Figure 1. Cell classes on the final placement (run 1).
Scale: 4 px per micron. Fill, decap, tap and diode cells in gray.
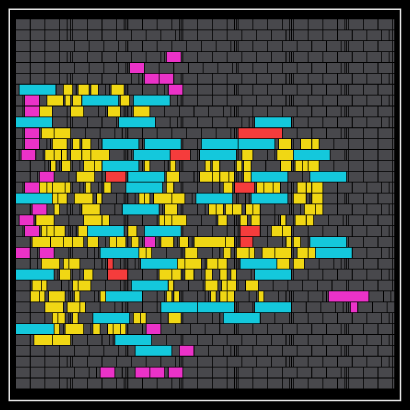
Figure 2. M2 wires (run 1).
Scale: 4 px per micron. Cells faint in the background.
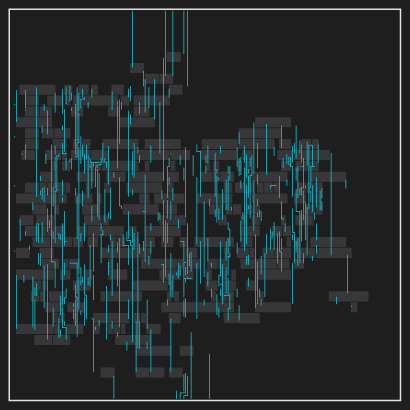
Figure 3. The clock network (run 1).
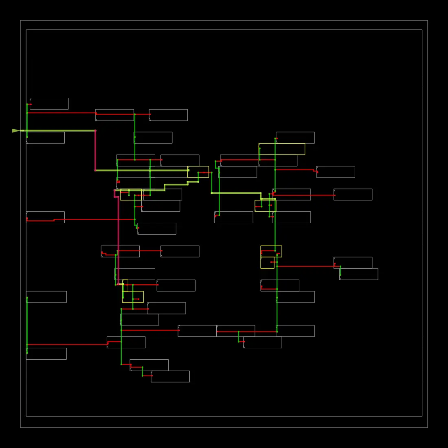
## src/rtl/move_controller.sv

```systemverilog
// Connect-four move sequencer: cursor, turn, drop handshake, verdict, blink.
// Sits between the button debouncers and the board/VGA logic.
module move_controller #(
  parameter int N_COLS     = 7,
  parameter int COL_W      = 3,
  parameter int START_COL  = 3,
  parameter int BLINK_CLKS = 12500000
) (
  input  logic             clk,
  input  logic             rst_n,
  input  logic [2:0]       btns,
  output logic             drop_valid,
  input  logic             drop_ready,
  output logic [COL_W-1:0] drop_col,
  output logic             drop_player,
  input  logic             res_valid,
  input  logic             res_full,
  input  logic             res_win,
  input  logic             res_draw,
  output logic [COL_W-1:0] cursor_col,
  output logic             cur_player,
  output logic             cursor_blink,
  output logic             err_full,
  output logic             game_over,
  output logic             winner,
  output logic             is_draw,
  output logic             new_game
);

  localparam int CNT_W =
    (BLINK_CLKS > 1) ? $clog2(BLINK_CLKS) : 1;
  localparam logic [COL_W-1:0] LAST_COL =
    COL_W'(N_COLS - 1);
  localparam logic [COL_W-1:0] START =
    COL_W'(START_COL);
  localparam logic [CNT_W-1:0] CNT_LAST =
    CNT_W'(BLINK_CLKS - 1);

  typedef enum logic [1:0] {
    ST_IDLE,
    ST_REQ,
    ST_WAIT,
    ST_OVER
  } state_t;

  state_t           state, state_d;
  logic [CNT_W-1:0] blink_cnt, blink_cnt_d;
  logic [COL_W-1:0] cursor_col_d, drop_col_d;
  logic             cur_player_d, drop_valid_d;
  logic             drop_player_d, err_full_d;
  logic             game_over_d, winner_d;
  logic             is_draw_d, new_game_d;
  logic             cursor_blink_d, moved;
  logic             left, right, drop;

  assign left  = ~btns[0];
  assign right = ~btns[1];
  assign drop  = ~btns[2];

  always_comb begin
    state_d        = state;
    cursor_col_d   = cursor_col;
    cur_player_d   = cur_player;
    drop_valid_d   = drop_valid;
    drop_col_d     = drop_col;
    drop_player_d  = drop_player;
    err_full_d     = 1'b0;
    game_over_d    = game_over;
    winner_d       = winner;
    is_draw_d      = is_draw;
    new_game_d     = 1'b0;
    moved          = 1'b0;
    blink_cnt_d    = blink_cnt;
    cursor_blink_d = cursor_blink;
    case (state)
      ST_IDLE: begin
        priority case (1'b1)
          drop: begin
            drop_col_d    = cursor_col;
            drop_player_d = cur_player;
            drop_valid_d  = 1'b1;
            state_d       = ST_REQ;
          end
          left & ~right: begin
            cursor_col_d = (cursor_col == '0) ?
              LAST_COL : cursor_col - 1'b1;
            moved = 1'b1;
          end
          right & ~left: begin
            cursor_col_d = (cursor_col == LAST_COL) ?
              '0 : cursor_col + 1'b1;
            moved = 1'b1;
          end
          default: ;
        endcase
      end
      ST_REQ: begin
        if (drop_ready) begin
          drop_valid_d = 1'b0;
          state_d      = ST_WAIT;
        end
      end
      ST_WAIT: begin
        if (res_valid) begin
          if (res_full) begin
            err_full_d = 1'b1;
            state_d    = ST_IDLE;
          end else if (res_win) begin
            game_over_d = 1'b1;
            winner_d    = drop_player;
            state_d     = ST_OVER;
          end else if (res_draw) begin
            game_over_d = 1'b1;
            is_draw_d   = 1'b1;
            state_d     = ST_OVER;
          end else begin
            cur_player_d = ~cur_player;
            state_d      = ST_IDLE;
          end
        end
      end
      ST_OVER: begin
        if (~&btns) begin
          new_game_d   = 1'b1;
          game_over_d  = 1'b0;
          is_draw_d    = 1'b0;
          winner_d     = 1'b0;
          cur_player_d = 1'b0;
          cursor_col_d = START;
          moved        = 1'b1;
          state_d      = ST_IDLE;
        end
      end
      default: state_d = ST_IDLE;
    endcase
    // A cursor change restarts the blink so the cursor shows at once
    if (moved) begin
      blink_cnt_d    = '0;
      cursor_blink_d = 1'b1;
    end else if (blink_cnt == CNT_LAST) begin
      blink_cnt_d    = '0;
      cursor_blink_d = ~cursor_blink;
    end else begin
      blink_cnt_d = blink_cnt + 1'b1;
    end
  end

  always_ff @(posedge clk or negedge rst_n) begin
    if (!rst_n) begin
      state        <= ST_IDLE;
      cursor_col   <= START;
      cur_player   <= 1'b0;
      drop_valid   <= 1'b0;
      drop_col     <= '0;
      drop_player  <= 1'b0;
      err_full     <= 1'b0;
      game_over    <= 1'b0;
      winner       <= 1'b0;
      is_draw      <= 1'b0;
      new_game     <= 1'b0;
      cursor_blink <= 1'b1;
      blink_cnt    <= '0;
    end else begin
      state        <= state_d;
      cursor_col   <= cursor_col_d;
      cur_player   <= cur_player_d;
      drop_valid   <= drop_valid_d;
      drop_col     <= drop_col_d;
      drop_player  <= drop_player_d;
      err_full     <= err_full_d;
      game_over    <= game_over_d;
      winner       <= winner_d;
      is_draw      <= is_draw_d;
      new_game     <= new_game_d;
      cursor_blink <= cursor_blink_d;
      blink_cnt    <= blink_cnt_d;
    end
  end

endmodule

```

## config.mk

```make
export PLATFORM = sky130hd
export DESIGN_NAME = move_controller
export DESIGN_NICKNAME = d
export VERILOG_FILES = /design/src/rtl/move_controller.sv
export SDC_FILE = /design/constraint.sdc
export NUM_CORES = 1
export LEC_CHECK = 0
export CAP_MARGIN = 25
export CORE_UTILIZATION = 25
export DETAILED_ROUTE_END_ITERATION = 12
export HOLD_SLACK_MARGIN = 0.02
export SLEW_MARGIN = 20
export SYNTH_ARGS = -nofsm -noshare
export SYNTH_HDL_FRONTEND = slang
export SYNTH_SLANG_ARGS = --single-unit
```

## constraint.sdc

```tcl
create_clock -name clk -period 3.4 [get_ports clk]
set_input_delay 0.85 -clock clk [delete_from_list [all_inputs] [get_ports clk]]
set_output_delay 0.85 -clock clk [all_outputs]
set_load 0.005 [all_outputs]
```

==> GITHUB_STEP_SUMMARY, run 1 <==
### Flow metrics

| Metric | Value |
|---|---|
| Vias | 1757 |
| Most frequent cell after synthesis | dfrtp_1 |
| Critical path, cell by cell | clkdlybuf4s50_1 > inv_1 > ha_1 > and3b_1 > o21bai_1 > o21ai_1 > buf_4 > nor2_1 |
| Share of async-settable or async-resettable flops after synthesis | 100% |
| Vias/cell | 4.83 |
| Worst relative slew slack | 64.6% |
| Netlist area before placement | 2280 sq um |
| Most common logic cells in the final layout | dfrtp_1, clkdlybuf4s50_1, nor2_1 |
| CTS Hold Bufs | 0 |
| Pre-CTS worst setup slack | 0.798 ns |
| Count of input and output buffers | 24 |
| Die width | 97.4 microns |
| Clock Root Buffer | clkbuf_8 |
| Main combinational cell family by area after synthesis | simple AND/OR/NAND/NOR gates |
| Endpoint kind of the worst setup timing path | flip-flop |
| Level count of the clock H-tree | 2 |
| Sequential share of the synthesized area | 45.2% |
| Leakage | 1.16 nW |
| Area fraction in xor and xnor cells | 3.85% |
| Total chip power | 1.79 mW |
| Routing usage on met3 | 2.30% |
| Worst hold slack after final layout | 0.486 ns |
| Sw Ratio | 34.3% |
| Total area of sequential cells | 1030 sq um |
| Fin crit period | 2.27 ns |
| Area of the synthesized netlist per yosys stat | 2280 sq um |
| Wire length on met1 | 2200 microns |
| Clock group total power | 0.392 mW |
| Total Neg Setup Slack | 0 ns |
| Yosys Instances | 230 |
| Cts repair resizes | 0 |
| Final Core Density | 31.3% |
| Internal power | 1.18 mW |
| Average routed wire per standard cell | 12.5 microns |
| Met2 wire len | 2170 microns |
| Area fraction in and, or, nand and nor cells after synthesis | 22.6% |
| Post-synth tally of flip-flops with integrated enable | 0 |
| GR peak layer | met2 |
| Post-synth top flop | dfrtp_1 |
| Top cell type by total area after synthesis | dfrtp_1 |
| Final Non-Filler Cells | 364 |
| Initial DRC count | 50 |
| GRT Total Usage | 10.3% |
| Period Utilization, post-route | 66.8% |
| Worst Max-Slew Pin Slew | 0.531 ns |
| Synth top cells by count | dfrtp_1, nor2_1, nand2_1, ha_1, o21ai_0 |
| Critical path buffer and inverter count | 3 |
| Flop pwr share | 40.2% |
| Weighted congestion at the end of routability-driven global placement | 0.706 |
| Maximum number of pins on one net before global-route repair | 42 |
| Number of antenna violations at the first check in global routing | 0 |
| Critical Path Fanout Max | 23 |
| Smallest setup slack after layout | 1.13 ns |
| Full die area | 9490 sq um |
| Share of total power in combinational logic | 37.9% |
| Tally of yosys warning messages | 0 |
| Switching power summed over all nets | 0.616 mW |
| Final max-slew violation count | 0 |
| Power consumed by sequential cells | 0.722 mW |
| Wire length of the first global-routing pass | 8060 microns |
| Layout overhead on the synthesized area | 20.4% |
| Result of the run | completed |
| Met2 Usage GRT | 17.4% |
| TritonCTS clock tree | done |
| Power per standard cell area | 654 nW/um^2 |
| Share of the core filled by cells before placement | 26.0% |
| Mean cell area of the mapped netlist | 9.90 sq um |
| Number of antenna cells inserted | 0 |
| Pre-antenna DRT Iters | 4 |
| Final antenna-violating net count | 0 |
| Reg with most FFs | blink_cnt |
| GRT met1 Usage | 13.3% |
| Clock net sink count | 41 |
| Critical Path Max Stage Delay | 0.48 ns |
| Critical-path cell with the highest stage delay | clkdlybuf4s50_1 |
| Classification of the worst setup path | in2reg |
| Share of synthesized cell area in full adder, half adder and majority cells | 7.14% |
| Maximum ir drop on the vdd rail | 0.295 mV |
| Post-CTS clock slew at the launch and capture registers of the worst setup and hold paths | 0.08 ns |
| Setup Viol. Count Final | 0 |
| Postcts setup bufs | 0 |
| Endpoint with the worst hold slack | blink_cnt[0] |
| Number of instances in the synthesized netlist | 230 |
| Detailed-routed wire length on met3 | 134 microns |
| Top routing layer in use | met4 |
| Commonest non-fill, non-tap cell in the layout | dfrtp_1 |
| Vias in the first global route | 1794 |
| Total overflow reported by the global router | 0 |
| Layout cells sized above 1 | 10.5% |
| Area share, top type | 41.8% |
| Post-synthesis sequential element count | 41 |
| Logic power comb | 0.680 mW |
| Placed cell count | 355 |
| Clk pwr share | 21.9% |
| Critical Path RT | 3.57 ns |
| Count of fill cells added during filler insertion | 937 |
| Io pins | 25 |
| Detailed Place HPWL | 3260 microns |
| Detailed-route wire length | 4540 microns |
| Share of synthesized cell area in and-or and or-and compound cells | 14.7% |
| Kind of cell adding the most delay to the critical path | buffers and inverters |
| Biggest registers after layout | blink_cnt x24, cursor_col x3, drop_col x3 |
| DRC Markers | 0 |
| Path depth of the worst reg2reg path | 4 |
| Min-delay src | blink_cnt[0] |
| Startpoint types | input port |
| Critical register-to-register path startpoint | blink_cnt[5] |
| Reg-to-reg slack, setup | 1.47 ns |
| Area fraction in mux cells | 2.42% |
| Class of the worst hold path | reg2reg |
About Figure 1:
class	color	cells	share of their area
flops	cyan	41	40%
other buffers and delay cells	magenta	26	10%
clock drivers and dummy loads	red	8	4.3%
combinational and other logic	yellow	181	46%
placeable core area: 8760 sq um
number of placement rows: 34

About Figure 2:
nets with wire on the layer	232
longest straight run	31.6 microns
main direction	vertical
wire length on this layer	2170 microns
share of all routed wire	48%

About Figure 3:
CTS Buf Count: 5
final setup skew: 0.00926 ns
layout sequential cell count: 41
clock buffer instance count of the final layout: 6
Worst-Skew Late Latency: 0.30 ns

-- run 1: area by class of cell --
| type | instances | share of cell area (%) |
|---|---|---|
| Sequential cell | 41 | 37.6 |
| Timing Repair Buffer | 26 | 9.86 |
| Clock inverter | 2 | 1.41 |
| Multi-Input combinational cell | 170 | 42.1 |
| Clock buffer | 6 | 2.65 |
| Inverter | 11 | 1.51 |
| Tap cell | 108 | 4.93 |
-- run 1: worst max-delay path by stage --
stage / startpoint / to / slack [ns] / cells after the start
finish: btns[0] / blink_cnt[10] / 1.13 / 8
global route: btns[0] / blink_cnt[19] / 0.99 / 8
CTS: btns[0] / blink_cnt[10] / 1.12 / 8
detailed placement: btns[0] / blink_cnt[3] / 0.80 / 8
global placement: btns[0] / blink_cnt[12] / 0.84 / 8
floorplan: btns[0] / blink_cnt[10] / 1.37 / 7
## Run 2: what changed since run 1
clock period = 2 ns   (was 3.4 ns; I/O delays follow)
==> GITHUB_STEP_SUMMARY, run 2 <==
### Flow metrics

| Metric | Value |
|---|---|
| Result of the run | completed (unchanged) |
| Postcts setup bufs | 0 (unchanged) |
| Vias | 1813 (was 1757) |
| Class of the worst hold path | in2async (was reg2reg) |
| Tally of yosys warning messages | 0 (unchanged) |
| DRC Markers | 0 (unchanged) |
| Placed cell count | 368 (was 355) |
| Biggest registers after layout | blink_cnt x24, cursor_col x3, drop_col x3 (unchanged) |
| Area of the synthesized netlist per yosys stat | 2280 sq um (unchanged) |
| Startpoint types | flip-flop (was input port) |
| Clock net sink count | 41 (unchanged) |
| Commonest non-fill, non-tap cell in the layout | dfrtp_1 (unchanged) |
| Total area of sequential cells | 1030 sq um (unchanged) |
| Share of synthesized cell area in and-or and or-and compound cells | 14.7% (unchanged) |
| Total Neg Setup Slack | 0 ns (unchanged) |
| Switching power summed over all nets | 1.07 mW (was 0.616 mW) |
| Layout cells sized above 1 | 15.3% (was 10.5%) |
| Total overflow reported by the global router | 0 (unchanged) |
| Top cell type by total area after synthesis | dfrtp_1 (unchanged) |
| Netlist area before placement | 2280 sq um (unchanged) |
| Area share, top type | 41.8% (unchanged) |
| Classification of the worst setup path | reg2out (was in2reg) |
| Max-area cell class | combinational gates (unchanged) |
| CTS Buf Count | 5 (unchanged) |
| Multi-input combinational cell count | 170 (unchanged) |
| Mean cell area of the mapped netlist | 9.90 sq um (unchanged) |
| Vias/cell | 4.82 (was 4.83) |
| Power per standard cell area | 1110 nW/um^2 (was 654 nW/um^2) |
| Critical Path RT | 1.50 ns (was 3.57 ns) |
| Io pins | 25 (unchanged) |
| Yosys Instances | 230 (unchanged) |
| Share of async-settable or async-resettable flops after synthesis | 100% (unchanged) |
| Endpoint kind of the worst setup timing path | output port (was flip-flop) |
| Power consumed by sequential cells | 1.22 mW (was 0.722 mW) |
| Number of antenna cells inserted | 0 (unchanged) |
| Main combinational cell family by area after synthesis | simple AND/OR/NAND/NOR gates (unchanged) |
| Maximum number of pins on one net before global-route repair | 42 (unchanged) |
| Post-synth tally of flip-flops with integrated enable | 0 (unchanged) |
| Count of fill cells added during filler insertion | 918 (was 937) |
| Tap cells | 108 (unchanged) |
| Die width | 97.4 microns (unchanged) |
| Non-clock inverters | 11 (unchanged) |
| CTS Hold Bufs | 0 (unchanged) |
| TritonCTS clock tree | done (unchanged) |
| Worst setup path startpoint | cursor_col[0] (was btns[0]) |
| Number of placement rows | 34 (unchanged) |
| Period Utilization, post-route | 94.0% |
| Maximum ir drop on the vdd rail | 0.562 mV (was 0.295 mV) |
| Share of synthesized cell area in full adder, half adder and majority cells | 7.14% (unchanged) |
| Final Non-Filler Cells | 376 (was 364) |
| Critical path buffer and inverter count | 1 (was 3) |
| Wire length of the first global-routing pass | 8210 microns (was 8060 microns) |
| Detailed Place HPWL | 3270 microns (was 3260 microns) |
| Leakage | 1.22 nW (was 1.16 nW) |
| Layout overhead on the synthesized area | 25.2% (was 20.4%) |
| Share of the core filled by cells before placement | 26.0% (unchanged) |
| Pre-CTS worst setup slack | -0.165 ns (was 0.798 ns) |
| Cts repair resizes | 0 (unchanged) |
| Total chip power | 3.17 mW (was 1.79 mW) |
| GRT Total Usage | 10.5% (was 10.3%) |
## run 2: cells by family after synthesis
kind of cell,Yosys count
and+or+nand+nor,90
muxes,5
buffers and inverters,19
DFF,41
AOI/OAI and AO/OA,52
xor gates and xnor gates,10
adders and majority gates,13
## run 2: final timing paths
check,to,slack (ns),cells after the start
min in group clk,drop_col[2],0.49,2
max reg2reg,blink_cnt[20],0.17,5
max,cursor_col[0],0.12,1
max in group asynchronous,cursor_col[0],1.56,2
min reg2reg,drop_col[2],0.49,2
min,blink_cnt[23],0.18,2
## run 2: routing by layer
metal	GRT usage [%]	vias up	wire length, microns
met4	3.73	0	64
met3	1.94	8	127
met5	0	-	0
met1	13.9	872	2330
met2	17.1	24	2150
li1	-	909	-
Figure 4. Cell classes on the final placement (run 2).
Scale: 4 px per micron. Fill, decap, tap and diode cells in gray.
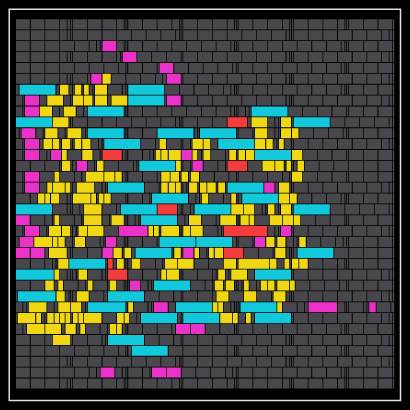
class	color	cells	share of their area
clock drivers and dummy loads	red	8	4.3%
flops	cyan	41	38%
combinational and other logic	yellow	181	44%
other buffers and delay cells	magenta	38	13%

Power figures rest on the tool's default switching activity, not on a simulated workload.
